Figure 1. Routing congestion map.
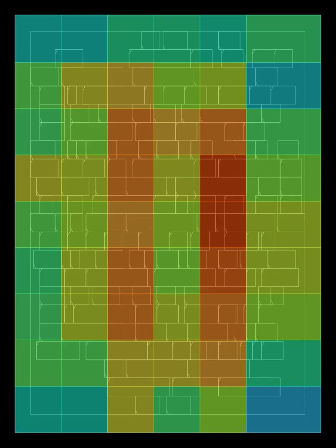
Figure 2. Clock wires, drivers and flops.
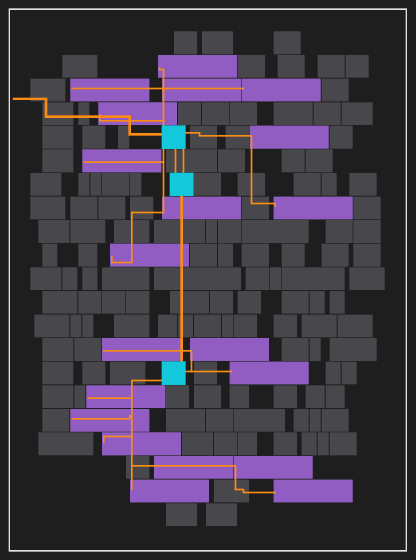
Figure 3. Port wiring.
The bar under the picture is 10 um long.
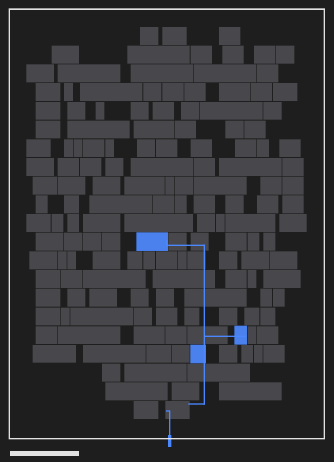
`src/rtl/hazard_stall_controller_pkg.sv`:
```
// Shared types for the pipeline hazard/stall controller: forwarding-select
// encodings, FSM state encoding, scoreboard entry layout and the match helper.
package hazard_stall_controller_pkg;

  // Width of a register index held in a scoreboard entry (R0-R15).
  localparam int SB_RD_W = 4;

  // R15 reads return the PC from the datapath and are never forwarded.
  localparam logic [SB_RD_W-1:0] PC_REG = 4'd15;

  typedef enum logic [1:0] {
    FWD_RF  = 2'b00,
    FWD_EX  = 2'b01,
    FWD_MEM = 2'b10,
    FWD_WB  = 2'b11
  } fwd_sel_e;

  typedef enum logic [1:0] {
    S_RUN   = 2'd0,
    S_STALL = 2'd1,
    S_FLUSH = 2'd2
  } fsm_state_e;

  typedef struct packed {
    logic               valid;
    logic [SB_RD_W-1:0] rd;
    logic               reg_write;
    logic               is_load;
  } sb_entry_t;

  // An in-flight producer matches a source operand only when it really
  // writes that register and the ID instruction really reads it.
  function automatic logic sb_match(sb_entry_t entry, logic [SB_RD_W-1:0] src, logic uses);
    return entry.valid && entry.reg_write && (entry.rd == src) && uses;
  endfunction

endpackage

```
`src/rtl/hazard_scoreboard.sv`:
```
// Three-entry in-flight destination scoreboard (EX, MEM, WB) with RAW
// hazard detection and youngest-first forwarding selection.
module hazard_scoreboard
  import hazard_stall_controller_pkg::*;
#(
  parameter int REG_ADDR_W = 4,
  parameter bit FWD_EN     = 1'b1
) (
  input  logic                  clk,
  input  logic                  reset,
  input  logic                  bubble,
  input  logic                  id_valid,
  input  logic [REG_ADDR_W-1:0] id_rn,
  input  logic [REG_ADDR_W-1:0] id_rm,
  input  logic                  id_uses_rn,
  input  logic                  id_uses_rm,
  input  logic [REG_ADDR_W-1:0] id_rd,
  input  logic                  id_reg_write,
  input  logic                  id_is_load,
  output logic                  hazard,
  output logic [1:0]            fwd_a_sel,
  output logic [1:0]            fwd_b_sel
);

  if (REG_ADDR_W != SB_RD_W) begin : g_width_check
    $error("hazard_scoreboard: REG_ADDR_W must equal SB_RD_W");
  end

  sb_entry_t ex_entry;
  sb_entry_t mem_entry;
  sb_entry_t wb_entry;
  sb_entry_t ex_next;

  logic hit_ex_a;
  logic hit_ex_b;
  logic hit_mem_a;
  logic hit_mem_b;
  logic hazard_raw;

  // Load-flag bits of older stages are carried for completeness only.
  logic unused_sb;
  assign unused_sb = ^{ex_entry.is_load, mem_entry.is_load, wb_entry};

  // Youngest producer wins; R15 always comes from the datapath.
  function automatic logic [1:0] pick_fwd(sb_entry_t ex, sb_entry_t mem, sb_entry_t wb,
                                          logic [SB_RD_W-1:0] src, logic uses);
    if (src == PC_REG) begin
      return FWD_RF;
    end else if (sb_match(ex, src, uses)) begin
      return FWD_EX;
    end else if (sb_match(mem, src, uses)) begin
      return FWD_MEM;
    end else if (sb_match(wb, src, uses)) begin
      return FWD_WB;
    end else begin
      return FWD_RF;
    end
  endfunction

  // Build the entry entering EX: a bubble or an empty ID slot leaves it invalid.
  always_comb begin
    ex_next = '0;
    if (id_valid && !bubble) begin
      ex_next.valid     = 1'b1;
      ex_next.rd        = id_rd;
      ex_next.reg_write = id_reg_write;
      ex_next.is_load   = id_is_load;
    end else begin
      ex_next = '0;
    end
  end

  // Advance the pipeline shadow EX -> MEM -> WB every cycle.
  always_ff @(posedge clk or posedge reset) begin
    if (reset) begin
      ex_entry  <= '0;
      mem_entry <= '0;
      wb_entry  <= '0;
    end else begin
      wb_entry  <= mem_entry;
      mem_entry <= ex_entry;
      ex_entry  <= ex_next;
    end
  end

  // Hazard detection and forwarding selection for both ID source operands.
  always_comb begin
    hit_ex_a  = sb_match(ex_entry,  id_rn, id_uses_rn);
    hit_ex_b  = sb_match(ex_entry,  id_rm, id_uses_rm);
    hit_mem_a = sb_match(mem_entry, id_rn, id_uses_rn);
    hit_mem_b = sb_match(mem_entry, id_rm, id_uses_rm);
    hazard_raw = 1'b0;
    fwd_a_sel  = FWD_RF;
    fwd_b_sel  = FWD_RF;
    if (FWD_EN) begin
      hazard_raw = ex_entry.is_load && (hit_ex_a || hit_ex_b);
      fwd_a_sel  = pick_fwd(ex_entry, mem_entry, wb_entry, id_rn, id_uses_rn);
      fwd_b_sel  = pick_fwd(ex_entry, mem_entry, wb_entry, id_rm, id_uses_rm);
    end else begin
      // Without forwarding, wait until the producer reaches WB.
      hazard_raw = hit_ex_a || hit_ex_b || hit_mem_a || hit_mem_b;
    end
    hazard = id_valid && hazard_raw;
  end

endmodule

```
`src/rtl/hazard_stall_controller.sv`:
```
// Pipeline sequencer for the 5-stage core: stalls on load-use (or any RAW
// when forwarding is off), squashes the slot behind a taken branch, and
// passes the scoreboard's forwarding selects through.
module hazard_stall_controller
  import hazard_stall_controller_pkg::*;
#(
  parameter int REG_ADDR_W = 4,
  parameter bit FWD_EN     = 1'b1
) (
  input  logic                  clk,
  input  logic                  reset,
  input  logic                  id_valid,
  input  logic [REG_ADDR_W-1:0] id_rn,
  input  logic [REG_ADDR_W-1:0] id_rm,
  input  logic                  id_uses_rn,
  input  logic                  id_uses_rm,
  input  logic [REG_ADDR_W-1:0] id_rd,
  input  logic                  id_reg_write,
  input  logic                  id_is_load,
  input  logic                  branch_taken,
  output logic                  pc_enable,
  output logic                  if_id_enable,
  output logic                  if_id_flush,
  output logic                  cu_mux_select,
  output logic [1:0]            fwd_a_sel,
  output logic [1:0]            fwd_b_sel
);

  fsm_state_e state;
  fsm_state_e state_next;
  logic       hazard;
  logic [1:0] sb_fwd_a;
  logic [1:0] sb_fwd_b;

  hazard_scoreboard #(
    .REG_ADDR_W (REG_ADDR_W),
    .FWD_EN     (FWD_EN)
  ) u_scoreboard (
    .clk          (clk),
    .reset        (reset),
    .bubble       (cu_mux_select),
    .id_valid     (id_valid),
    .id_rn        (id_rn),
    .id_rm        (id_rm),
    .id_uses_rn   (id_uses_rn),
    .id_uses_rm   (id_uses_rm),
    .id_rd        (id_rd),
    .id_reg_write (id_reg_write),
    .id_is_load   (id_is_load),
    .hazard       (hazard),
    .fwd_a_sel    (sb_fwd_a),
    .fwd_b_sel    (sb_fwd_b)
  );

  // FSM state register.
  always_ff @(posedge clk or posedge reset) begin
    if (reset) begin
      state <= S_RUN;
    end else begin
      state <= state_next;
    end
  end

  // Next-state and pipeline control; reset forces the pass-through values.
  always_comb begin
    state_next    = S_RUN;
    pc_enable     = 1'b1;
    if_id_enable  = 1'b1;
    if_id_flush   = 1'b0;
    cu_mux_select = 1'b0;
    fwd_a_sel     = FWD_RF;
    fwd_b_sel     = FWD_RF;
    if (reset) begin
      state_next = S_RUN;
    end else begin
      fwd_a_sel = sb_fwd_a;
      fwd_b_sel = sb_fwd_b;
      case (state)
        // STALL re-evaluates exactly like RUN, so a cleared hazard resumes
        // in the same cycle and a held branch is acted on immediately.
        S_RUN, S_STALL: begin
          if (hazard) begin
            pc_enable     = 1'b0;
            if_id_enable  = 1'b0;
            cu_mux_select = 1'b1;
            state_next    = S_STALL;
          end else if (branch_taken && id_valid) begin
            if_id_flush = 1'b1;
            pc_enable   = 1'b1;
            state_next  = S_FLUSH;
          end else begin
            state_next = S_RUN;
          end
        end
        // The squashed slot carries no instruction; just let it drain.
        S_FLUSH: begin
          state_next = S_RUN;
        end
        default: begin
          state_next = S_RUN;
        end
      endcase
    end
  end

endmodule

```
`config.mk`:
```
export PLATFORM = sky130hd
export DESIGN_NAME = hazard_stall_controller
export DESIGN_NICKNAME = d
export VERILOG_FILES = /design/src/rtl/hazard_stall_controller_pkg.sv /design/src/rtl/hazard_scoreboard.sv /design/src/rtl/hazard_stall_controller.sv
export SDC_FILE = /design/constraint.sdc
export NUM_CORES = 1
export LEC_CHECK = 0
export CAP_MARGIN = 15
export CORE_ASPECT_RATIO = 1.4
export CORE_MARGIN = 2
export CORE_UTILIZATION = 42
export DETAILED_ROUTE_END_ITERATION = 8
export PLACE_DENSITY = 0.74
export SLEW_MARGIN = 20
export SYNTH_ARGS = -nofsm -noshare
export SYNTH_HDL_FRONTEND = slang
export SYNTH_SLANG_ARGS = --single-unit
```
`constraint.sdc`:
```
create_clock -name clk -period 1.4 [get_ports clk]
set_input_delay 0.21 -clock clk [delete_from_list [all_inputs] [get_ports clk]]
set_output_delay 0.21 -clock clk [all_outputs]
set_load 0.01 [all_outputs]
```
==> run summary <==
Physical design

Buffers placed on the I/O ports in this run total 27. The cell family contributing the most delay on the critical path is flip-flops. TritonCTS built the clock tree. The number of instances in the synthesized netlist stands at about 95. The x dimension of the die stands at around 46 um. The number of antenna violations at the first check in global routing was 0.

The share of the yosys chip area belonging to registers stands at 0.491. The checks that failed: negative setup slack. After its last routability iteration, the placer logged a weighted congestion of about 0.84. For the worst reg-to-reg path, the endpoint reported by OpenROAD is state[1].

Per the run report, area growth between synthesis and finish was 65.5%. At the end of the flow, the number of nets in the layout was 176. The per-instance average area after synthesis stands at roughly 11 um^2. The number of buffers inserted during clock tree synthesis stands at 3. Fill cells in the final layout number between 150 and 200. In this run the number of H-tree levels came out at 1.

The distinct cell type count of the synthesized netlist stands at 21. The setup-violating endpoint count in the final report stands at 16. The flow ran to the end, but the final reports show violations. The sequential power share stands at 0.539. Before CTS, the worst setup slack after placement is -0.987 ns.

The finished layout holds 177 standard cells, fillers aside. STA classifies the critical path endpoint as a primary output. The script logs the ratio of routed vias to standard cells as 5.15. The violation count after the first detailed-routing iteration stands at 9. The critical path in the final layout is reported with a setup slack of -0.584 ns.

According to the floorplan report, the placeable core area is approximately 2300 um^2. The largest single stage delay on the critical path is around 0.43 ns. Together, buffers and inverters on the worst path number 3. The largest individual stage delay along the critical path comes from the cell sky130_fd_sc_hd__dfrtp_1. The maximum number of pins on one net before global-route repair stands at 20.

The sum of overflow across all layers after global routing stands at 0. The min-delay analysis places its worst path in the category input pin to asynchronous set/reset pin. The worst setup path is launched from a flip-flop. The OpenROAD warning count stands at 29. The static power due to leakage stands at 0.000777 uW. The internal power contribution stands at around 850 uW. The estimated wirelength of the detail-placed design stands at between 1500 and 2000 um. Counting every net in the synthesized netlist gives 115. Per STA, the startpoint of the critical path is u_scoreboard.ex_entry[2]. The via count of the first global-routing pass stands at approximately 1.0k. The synthesized netlist occupies a cell area of a little over 1000 um^2.

The area taken by multi-input combinational cells is reported as 607 um^2. The area enclosed by the die boundary stands at 2840 um^2.
-- Figure 1 (at the start) --
global-route met1 utilization: 0.215
post-layout util: 0.721

-- Figure 2 (at the start) --
flip-flops: drawn in purple, count 20. cells driving clock nets: drawn in cyan, count 3. clock wires: drawn in orange, length 218 um.
There are 4 routed clock nets.

-- Figure 3 (at the start) --
`id_uses_rn`: drawn in blue, bits 1, direction input, edge south, end cells 3, buffers 1, wire 41.6 um.

## power by group through the flow
stage	clock, uW	combinational (uW)	sequential [uW]
floorplan	0	98.1	638
global placement	0	227	640
detailed placement	0	232	642
CTS	270	254	629
global route	298	298	635
finish	261	276	629
## cells in the mapped netlist
cell type,n,area share
sky130_fd_sc_hd__a21boi_0,1,0.0074
sky130_fd_sc_hd__a21oi_1,6,0.029
sky130_fd_sc_hd__a41oi_1,2,0.017
sky130_fd_sc_hd__and2_1,2,0.012
sky130_fd_sc_hd__and3_1,2,0.012
sky130_fd_sc_hd__buf_1,1,0.0037
sky130_fd_sc_hd__buf_4,1,0.0074
sky130_fd_sc_hd__dfrtp_1,20,0.49
sky130_fd_sc_hd__inv_1,2,0.0074
sky130_fd_sc_hd__nand2_1,7,0.026
sky130_fd_sc_hd__nand3_1,9,0.044
sky130_fd_sc_hd__nand4_1,2,0.012
sky130_fd_sc_hd__nand4_2,1,0.012
sky130_fd_sc_hd__nor2_1,6,0.022
sky130_fd_sc_hd__nor3_1,2,0.0098
sky130_fd_sc_hd__nor4_1,2,0.012
sky130_fd_sc_hd__o221a_2,2,0.022
sky130_fd_sc_hd__o2bb2ai_1,2,0.017
sky130_fd_sc_hd__o32ai_4,1,0.027
sky130_fd_sc_hd__xnor2_1,10,0.086
sky130_fd_sc_hd__xor2_1,14,0.12
## final cells by class
| class | instances | area share |
|---|---|---|
| tap | 23 | 0.0171 |
| multi-input combinational | 71 | 0.360 |
| clock buffer | 3 | 0.0134 |
| timing repair buffer | 58 | 0.308 |
| sequential | 20 | 0.297 |
| inverter | 2 | 0.00445 |
## through the flow
stage | instance area [um^2] | util
2_1_floorplan | 1030 | -
5_1_grt | 1690 | 0.721
3_5_place_dp | 1460 | 0.625
6_report | 1690 | 0.721
3_3_place_gp | 1460 | 0.625
4_1_cts | 1610 | 0.687
## per-layer routing
metal  global-route usage  part of all wire  up-vias
li1                     -                 -      455
met1                0.215              0.35      426
met2                0.391              0.60       26
met3               0.0203             0.034        4
met4               0.0735             0.020        0
met5                    0                 0        -
## kinds of logic after synthesis
logic type	synth area share
AND-OR/OR-AND	0.120
buffers and inverters	0.0184
AND/OR/NAND/NOR	0.163
flip-flops	0.491
XOR/XNOR	0.206
## state kept, by name (all words and copies together) (netlist names)
name,cells
state,1
u_scoreboard.wb_entry,6
u_scoreboard.mem_entry,6
u_scoreboard.ex_entry,7
## what timing repair did
action                                  4_1_cts  5_1_grt
hold buffers                                  0        0
resized                                      58       14
buffers inserted                             10        3
endpoints found under the hold margin         0        0
pin swaps                                    12        8
endpoints found under the setup margin       16       16
## worst min-delay path by stage
| stage | startpoint | endpoint | slack (ns) | depth (start not counted) |
|---|---|---|---|---|
| final | reset | state[1] | 0.18 | 2 |
| after global routing | reset | state[1] | 0.21 | 2 |
| after CTS | reset | state[1] | 0.16 | 2 |
| after detailed placement | u_scoreboard.mem_entry[6] | u_scoreboard.wb_entry[6] | 0.39 | 0 |
| after global placement | u_scoreboard.mem_entry[6] | u_scoreboard.wb_entry[6] | 0.38 | 0 |
| after floorplan | reset | state[1] | 0.17 | 1 |
No activity file was given, so power comes from the tool's default toggle rates.
